Fig. 1: clock routing
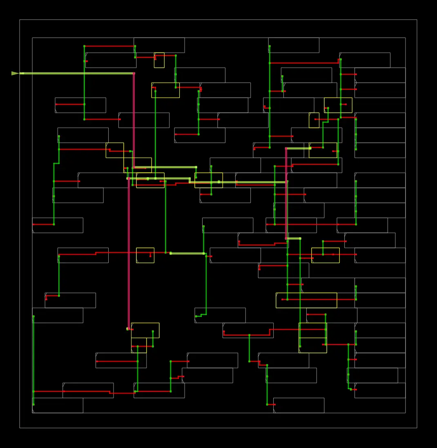
Fig. 2: cell classes on the final placement
The bar under the picture is 20 um long.
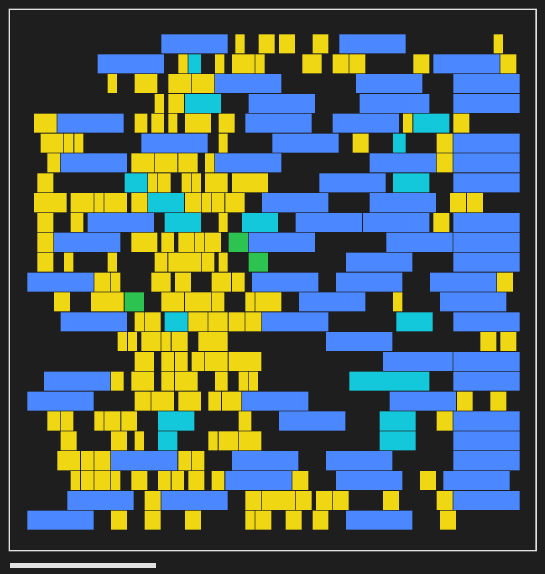
Fig. 3: M1 wires
Supply wires on this layer in gray.
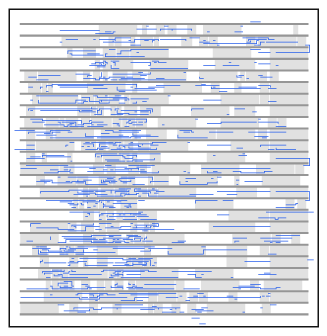
Fig. 4: clock wires, drivers and flops
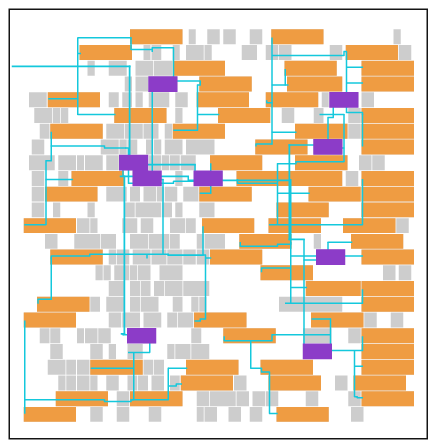
Fig. 5: cell sizes after repair
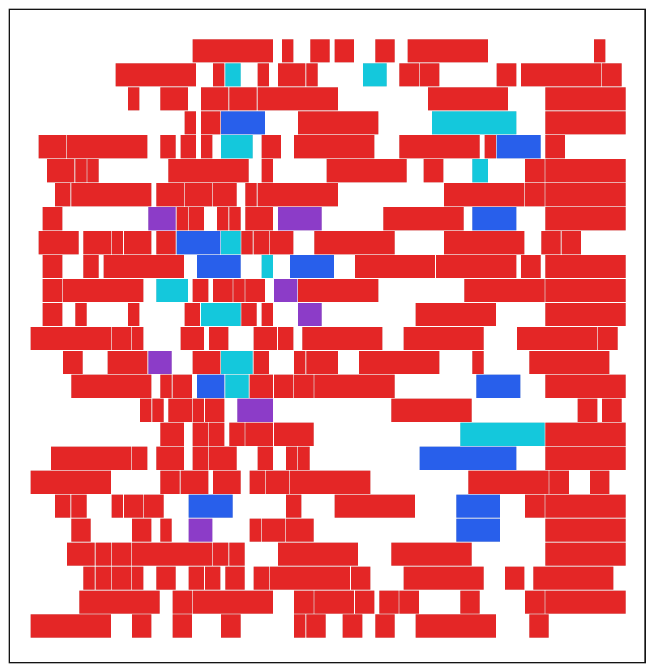
==> src/rtl/video_timing_gen.sv <==
// video_timing_gen: parametrised raster timing generator.
// Emits zero-latency pixel coordinates for the pixel pipeline and then
// realigns hsync/vsync/data_enable/line_start/frame_start with the returned
// rgb_in after PIPE_DELAY clocks plus one output register.
// Optional feature macro: VTG_TEST_PATTERN_EN (8 vertical colour bars on test_mode).
module video_timing_gen #(
    parameter int H_DISPLAY  = 640,
    parameter int H_FRONT    = 16,
    parameter int H_SYNC     = 96,
    parameter int H_BACK     = 48,
    parameter int V_DISPLAY  = 480,
    parameter int V_FRONT    = 10,
    parameter int V_SYNC     = 2,
    parameter int V_BACK     = 33,
    parameter int HS_POL     = 0,
    parameter int VS_POL     = 0,
    parameter int PIPE_DELAY = 3,
    parameter int COORD_W    = 11
) (
    input  logic               clock,
    input  logic               reset,
    input  logic               enable,
    input  logic               test_mode,
    input  logic [23:0]        rgb_in,
    output logic [COORD_W-1:0] pixel_x,
    output logic [COORD_W-1:0] pixel_y,
    output logic               coord_valid,
    output logic               vblank,
    output logic               hsync,
    output logic               vsync,
    output logic               data_enable,
    output logic [23:0]        rgb_out,
    output logic               line_start,
    output logic               frame_start
);

    localparam int H_TOTAL = H_DISPLAY + H_FRONT + H_SYNC + H_BACK;
    localparam int V_TOTAL = V_DISPLAY + V_FRONT + V_SYNC + V_BACK;

    localparam logic [COORD_W-1:0] H_LAST   = COORD_W'(H_TOTAL - 1);
    localparam logic [COORD_W-1:0] V_LAST   = COORD_W'(V_TOTAL - 1);
    localparam logic [COORD_W-1:0] H_DISP_C = COORD_W'(H_DISPLAY);
    localparam logic [COORD_W-1:0] V_DISP_C = COORD_W'(V_DISPLAY);
    localparam logic [COORD_W-1:0] HS_FIRST = COORD_W'(H_DISPLAY + H_FRONT);
    localparam logic [COORD_W-1:0] HS_LAST  = COORD_W'(H_DISPLAY + H_FRONT + H_SYNC - 1);
    localparam logic [COORD_W-1:0] VS_FIRST = COORD_W'(V_DISPLAY + V_FRONT);
    localparam logic [COORD_W-1:0] VS_LAST  = COORD_W'(V_DISPLAY + V_FRONT + V_SYNC - 1);

    localparam logic HS_ON = (HS_POL != 0);
    localparam logic VS_ON = (VS_POL != 0);

    // Delay-line payload: {x (pattern build only), hs, vs, de, line_start, frame_start}
`ifdef VTG_TEST_PATTERN_EN
    localparam int PW = 5 + COORD_W;
`else
    localparam int PW = 5;
`endif

    logic [COORD_W-1:0] h_cnt_q, h_cnt_d;
    logic [COORD_W-1:0] v_cnt_q, v_cnt_d;
    logic               run;
    logic               hs_act, vs_act, ls_act, fs_act;
    logic [PW-1:0]      stage_in, stage_out;
    logic               dl_hs, dl_vs, dl_de, dl_ls, dl_fs;
    logic [23:0]        rgb_d;

    logic               hsync_q, vsync_q, de_q, ls_q, fs_q;
    logic [23:0]        rgb_q;

    // Decode is suppressed while disabled or held in reset so nothing
    // visible leaks out of the held (0,0) counter state.
    assign run = enable & ~reset;

    // Next raster position: hold at origin when disabled, else advance with wraps
    always_comb begin
        h_cnt_d = h_cnt_q;
        v_cnt_d = v_cnt_q;
        if (!enable) begin
            h_cnt_d = '0;
            v_cnt_d = '0;
        end else if (h_cnt_q == H_LAST) begin
            h_cnt_d = '0;
            v_cnt_d = (v_cnt_q == V_LAST) ? '0 : v_cnt_q + COORD_W'(1);
        end else begin
            h_cnt_d = h_cnt_q + COORD_W'(1);
        end
    end

    // Raster counter registers
    always_ff @(posedge clock or posedge reset) begin
        if (reset) begin
            h_cnt_q <= '0;
            v_cnt_q <= '0;
        end else begin
            h_cnt_q <= h_cnt_d;
            v_cnt_q <= v_cnt_d;
        end
    end

    // Coordinate-domain decode of the current counters (zero latency)
    always_comb begin
        coord_valid = run && (h_cnt_q < H_DISP_C) && (v_cnt_q < V_DISP_C);
        pixel_x     = coord_valid ? h_cnt_q : '0;
        pixel_y     = coord_valid ? v_cnt_q : '0;
        vblank      = run && (v_cnt_q >= V_DISP_C);
        hs_act      = run && (h_cnt_q >= HS_FIRST) && (h_cnt_q <= HS_LAST);
        vs_act      = run && (v_cnt_q >= VS_FIRST) && (v_cnt_q <= VS_LAST);
        ls_act      = run && (h_cnt_q == '0);
        fs_act      = ls_act && (v_cnt_q == '0);
    end

`ifdef VTG_TEST_PATTERN_EN
    assign stage_in = {pixel_x, hs_act, vs_act, coord_valid, ls_act, fs_act};
`else
    assign stage_in = {hs_act, vs_act, coord_valid, ls_act, fs_act};
`endif

    generate
        if (PIPE_DELAY == 0) begin : g_nodelay
            assign stage_out = stage_in;
        end else begin : g_delay
            logic [PW-1:0] pipe_q [PIPE_DELAY];

            // Shift register matching the pixel pipeline latency; keeps
            // shifting while disabled so the outputs drain to idle.
            always_ff @(posedge clock or posedge reset) begin
                if (reset) begin
                    for (int i = 0; i < PIPE_DELAY; i++) begin
                        pipe_q[i] <= '0;
                    end
                end else begin
                    pipe_q[0] <= stage_in;
                    for (int i = 1; i < PIPE_DELAY; i++) begin
                        pipe_q[i] <= pipe_q[i-1];
                    end
                end
            end

            assign stage_out = pipe_q[PIPE_DELAY-1];
        end
    endgenerate

    assign dl_hs = stage_out[4];
    assign dl_vs = stage_out[3];
    assign dl_de = stage_out[2];
    assign dl_ls = stage_out[1];
    assign dl_fs = stage_out[0];

`ifdef VTG_TEST_PATTERN_EN
    logic [COORD_W-1:0] dl_x;
    logic [COORD_W+2:0] bar_quot;
    logic [2:0]         bar_idx;
    logic               unused_bar_bits;

    assign dl_x            = stage_out[PW-1:5];
    assign bar_quot        = {dl_x, 3'b000} / (COORD_W+3)'(H_DISPLAY);
    assign bar_idx         = bar_quot[2:0];
    assign unused_bar_bits = ^bar_quot[COORD_W+2:3];

    // Pixel source: bars (white..black) replace rgb_in in test mode; blanked outside de
    always_comb begin
        rgb_d = 24'h000000;
        if (dl_de) begin
            if (test_mode) begin
                rgb_d = {{8{~bar_idx[1]}}, {8{~bar_idx[2]}}, {8{~bar_idx[0]}}};
            end else begin
                rgb_d = rgb_in;
            end
        end
    end
`else
    logic unused_test_mode;
    assign unused_test_mode = test_mode;

    // Pixel source: returned rgb_in, blanked outside de
    always_comb begin
        rgb_d = 24'h000000;
        if (dl_de) begin
            rgb_d = rgb_in;
        end
    end
`endif

    // Output register: sync polarity applied here so outputs are glitch-free
    always_ff @(posedge clock or posedge reset) begin
        if (reset) begin
            hsync_q <= ~HS_ON;
            vsync_q <= ~VS_ON;
            de_q    <= 1'b0;
            ls_q    <= 1'b0;
            fs_q    <= 1'b0;
            rgb_q   <= 24'h000000;
        end else begin
            hsync_q <= dl_hs ? HS_ON : ~HS_ON;
            vsync_q <= dl_vs ? VS_ON : ~VS_ON;
            de_q    <= dl_de;
            ls_q    <= dl_ls;
            fs_q    <= dl_fs;
            rgb_q   <= rgb_d;
        end
    end

    assign hsync       = hsync_q;
    assign vsync       = vsync_q;
    assign data_enable = de_q;
    assign line_start  = ls_q;
    assign frame_start = fs_q;
    assign rgb_out     = rgb_q;

endmodule

==> config.mk <==
export PLATFORM = sky130hd
export DESIGN_NAME = video_timing_gen
export DESIGN_NICKNAME = d
export VERILOG_FILES = /design/src/rtl/video_timing_gen.sv
export SDC_FILE = /design/constraint.sdc
export NUM_CORES = 1
export LEC_CHECK = 0
export CAP_MARGIN = 20
export CORE_AREA = 2 2 70 72
export DETAILED_ROUTE_END_ITERATION = 10
export DIE_AREA = 0 0 72 74
export DONT_BUFFER_PORTS = 1
export PLACE_DENSITY = 0.76
export SLEW_MARGIN = 15
export SYNTH_ARGS = -nofsm -noshare
export SYNTH_HDL_FRONTEND = slang
export SYNTH_SLANG_ARGS = --single-unit
==> constraint.sdc <==
create_clock -name clock -period 4.04 [get_ports clock]
set_input_delay 0.808 -clock clock [delete_from_list [all_inputs] [get_ports clock]]
set_output_delay 0.808 -clock clock [all_outputs]
set_load 0.03 [all_outputs]
==> summary.log <==
[timing] worst hold slack across all endpoints 0.350 ns
[finish] Comb gate area 0.00101 mm^2
[placed_design] number of port buffers 0
[finish] number of logic gates 158
[critical_path] r2r startpoint h_cnt_q[7]
[global_route] wire length of the first global-routing pass 7830 um
[critical_path] arrival time at the worst endpoint 2.41 ns
[synthesis] share of flip-flops with an asynchronous set or reset 100%
[cts] buffers from clock root to sink, at most 2
[critical_path] CP peak stage delay 0.56 ns
[synthesis] cell taking the most area after synthesis dfrtp_1
[route] wl on met1 2040 um
[critical_path] worst-path fanout max 11
[finish] layout filler cell count 366
[floorplanning] pre-placement core utilization 60.0%
[critical_path] Register-to-Register Setup Slack 1.72 ns
[power] combinational share of power 3.6%
[min_path] WHS Endpoint g_delay.pipe_q[9]
[cts] clock latency at the later pin of the worst-skew pair 0.33 ns
[synthesis] most frequently used cell type in the post-synthesis netlist dfrtp_1
[synthesis] dominant synthesized flop cell dfrtp_1
[floorplanning] # rows 25
[floorplanning] well tap count 54
[route] drc violations 0
[synthesis] post-synth cell types 44
[power] Overall Power 0.00131 W
[timing] worst slew slack as a fraction of its limit 34.6%
[finish] Final non-clock buffer share 0.752%
[timing] pins over their slew limit 0
[critical_path] data required time of the critical path 3.23 ns
[critical_path] category of the worst setup path capture point primary output
[timing] setup TNS 0 ns
[critical_path] timing endpoint of the critical path pixel_y[2]
[synthesis] commonest cells in the synthesized netlist dfrtp_1, and2_1, nor2_1
[critical_path] start-to-end type of the worst setup path reg2out
[timing] achievable clock frequency 0.310 GHz
[finish] top logic cell by instance count in the layout dfrtp_1
[timing] Final Hold Vio Count 0
[finish] Diodes inserted 0
[floorplanning] Die Size 0.00533 mm^2
[placed_design] Cell Area, Placed 0.00279 mm^2
[cts] root buffer cell clkbuf_8
[finish] fraction of layout cells with a size suffix above 1 12.2%
[finish] area-dominant cell class after layout sequential cells
[synthesis] Max-area cell share 58.0%
[critical_path] buffer and inverter count on the worst path 1
[synthesis] average cell area after synthesis 11.2 um^2
[job] number of max-cap violations 0
[power] comb pwr 0.0000471 W
[synthesis] register area share after synthesis 60.0%
[global_route] GR peak layer met2
[route] Routed met3 length 384 um
[global_route] initial antenna violation count 0
[timing] Final period util 79.8%
[global_route] global routing met3 resource utilization 7.99%
[critical_path] startpoint kind of the worst setup timing path flip-flop
[timing] actual transition at the worst max-transition pin 0.973 ns
[route] detailed router's first-iteration violation count 96
[power] Power Density 439 mW/mm^2
[finish] leading cell types in the layout, fill and taps excluded dfrtp_1, and2_1, nor2_1, nand3_1
[outcome] outcome complete, no violations
[power] worst ir drop on vdd 0.260 mV
[critical_path] cell type of the slowest stage on the worst timing path a211oi_2
[critical_path] worst-case reg-to-reg path depth 4
[cts] number of hold buffers added after cts 0
[finish] multi-input gate share of total cell area 33.6%
[power] Max power group sequential cells
[cts] total CTS buffers 9
[synthesis] gate count of the mapped netlist 246
[cts] CTS-repair resized insts 0
[timing] min cycle time layout 3.22 ns
[floorplanning] I/O pin cnt 81
[route] highest metal layer with signal wires met4
[finish] inverter count of the layout excluding clock inverters 11
[global_route] Overflow after GRT 0
[finish] clock network contribution to total cell area 6.77%
[global_route] global-route usage over all layers 19.6%
[finish] Finished Layout Cells 308
[power] switching power as a share of total power 24.2%
[synthesis] area of the mapped netlist 0.00276 mm^2
[placed_design] final weighted congestion in routability-driven placement 0.827
[power] sequential share of power 54.3%
[placed_design] Placed Cells incl. Taps 292
[critical_path] end of the worst register-to-register path v_cnt_q[9]
[synthesis] EDFF count, synth 0
[placed_design] DP Wirelength 3210 um
[route] WL per Instance 15.8 um
[synthesis] Synth Register Bits 66
[min_path] launch point of the worst hold path g_delay.pipe_q[14]
[cts] buffers inserted by post-CTS timing repair 0
[timing] RSZ-0062 raised after global routing false
[floorplanning] die x size 72 um
[finish] area occupied by registers 0.00165 mm^2
[route] met2 wirelength from detailed routing 2340 um
[floorplanning] height of the die 74 um
[global_route] maximum number of pins on one net before global-route repair 67
[global_route] met2 Resource Use GR 30.7%
[critical_path] Crit path max-delay family simple AND/OR/NAND/NOR gates
[power] Int Power 0.000996 W
[placed_design] post-placement worst setup slack 0.859 ns
[synthesis] yosys cell count 246
[cts] Clock transition at path regs 0.07 ns
[power] power spent charging and discharging nets 0.000318 W
[synthesis] Synth Warn # 0
[power] power drawn by the sequential cells 0.000713 W
[finish] post-layout net count 281
[power] Leak 1.37 nW
[route] Detailed Routing Iterations Pass 1 4
[cts] deepest level of the CTS H-tree 3
[min_path] number of instances on the worst hold path 0
[route] Avg Vias per Cell 5.81
[finish] Seq Cell Count 66
[cts] CTS tree built
[finish] Seq area share 55.2%
[critical_path] critical path, cell by cell nand4_1 > nand3_1 > a211oi_2 > buf_4 > and2_1
[synthesis] Largest cells by area dfrtp_1, and2_1, xor2_1
[min_path] classification of the worst-slack hold path reg2reg
[timing] # setup viols final 0
[critical_path] number of gates on the worst path with buffers counted 5
[route] post-detailed-route count of antenna-violating nets 0
[job] number of warnings in the stage logs 29
[synthesis] Yosys chip area 0.00276 mm^2
[critical_path] first element of the critical path v_cnt_q[5]
[global_route] vias in the first global route 1,681
## Picture notes: Fig. 1
clkbuf count: 10
final clock skew: 0.00363 ns
number of clock sinks: 66

## Picture notes: Fig. 2
Green is other buffers and delay cells, cells 3, share of their area 0.77%. Cyan is clock drivers and dummy loads, cells 16, share of their area 6.9%. Blue is flip-flops, cells 66, share of their area 57%. Yellow is all other logic, cells 169, share of their area 36%.
fin area: 0.00299 mm^2
share of the core filled with cells: 65.1%
area inside the core boundary: 0.00460 mm^2

## Picture notes: Fig. 3
The wires run mostly horizontal. The layer carries 2,040 um of wire. The longest straight run is 19.8 um.
final routed wirelength across all metal layers: 4850 um
global-route track usage on met1: 23.8%
vias after detailed routing: 1,791

## Picture notes: Fig. 4
Cyan is clock wires, length 757 um. Orange is flip-flops, count 66. Purple is cells driving clock nets, count 9.
There are 10 routed clock nets.
clock group total power: 0.000553 W
proportion of power drawn by the clock network: 42.1%

## Picture notes: Fig. 5
Cyan is drive 2, cells 12, share 4.7%. Purple is drive 3 to 4, cells 7, share 2.8%, most used buf_4. Red is drive 1 or less, cells 223, share 88%, most used dfrtp_1. Blue is drive 6 and up, cells 12, share 4.7%, most used clkbuf_8.
layout overhead on the synthesized area: 8.53%
Worst Setup Slack, final: 0.817 ns
Non-Clock Buffer Count: 3

[flip-flops by register name, indices dropped and copies added (netlist names)]
register / cells
g_delay.pipe_q: 10
frame_start: 1
stage_out: 5
vsync: 1
data_enable: 1
v_cnt_q: 11
hsync: 1
line_start: 1
h_cnt_q: 11
rgb_out: 24
[cells by family (layout without fill, tap and decap cells)]
logic type / count (synthesis) / in the layout / synth area share (%)
AND-OR/OR-AND: 23 / 23 / 5.17
XOR/XNOR: 11 / 11 / 3.49
adder cells (fa/ha/maj): 4 / 4 / 1.81
buffers and inverters: 24 / 30 / 4.04
flip-flops: 66 / 66 / 60.0
multiplexers: 1 / 1 / 0.363
other: 1 / 3 / 0.136
AND/OR/NAND/NOR: 116 / 116 / 25.0
No activity file was given, so power comes from the tool's default toggle rates.
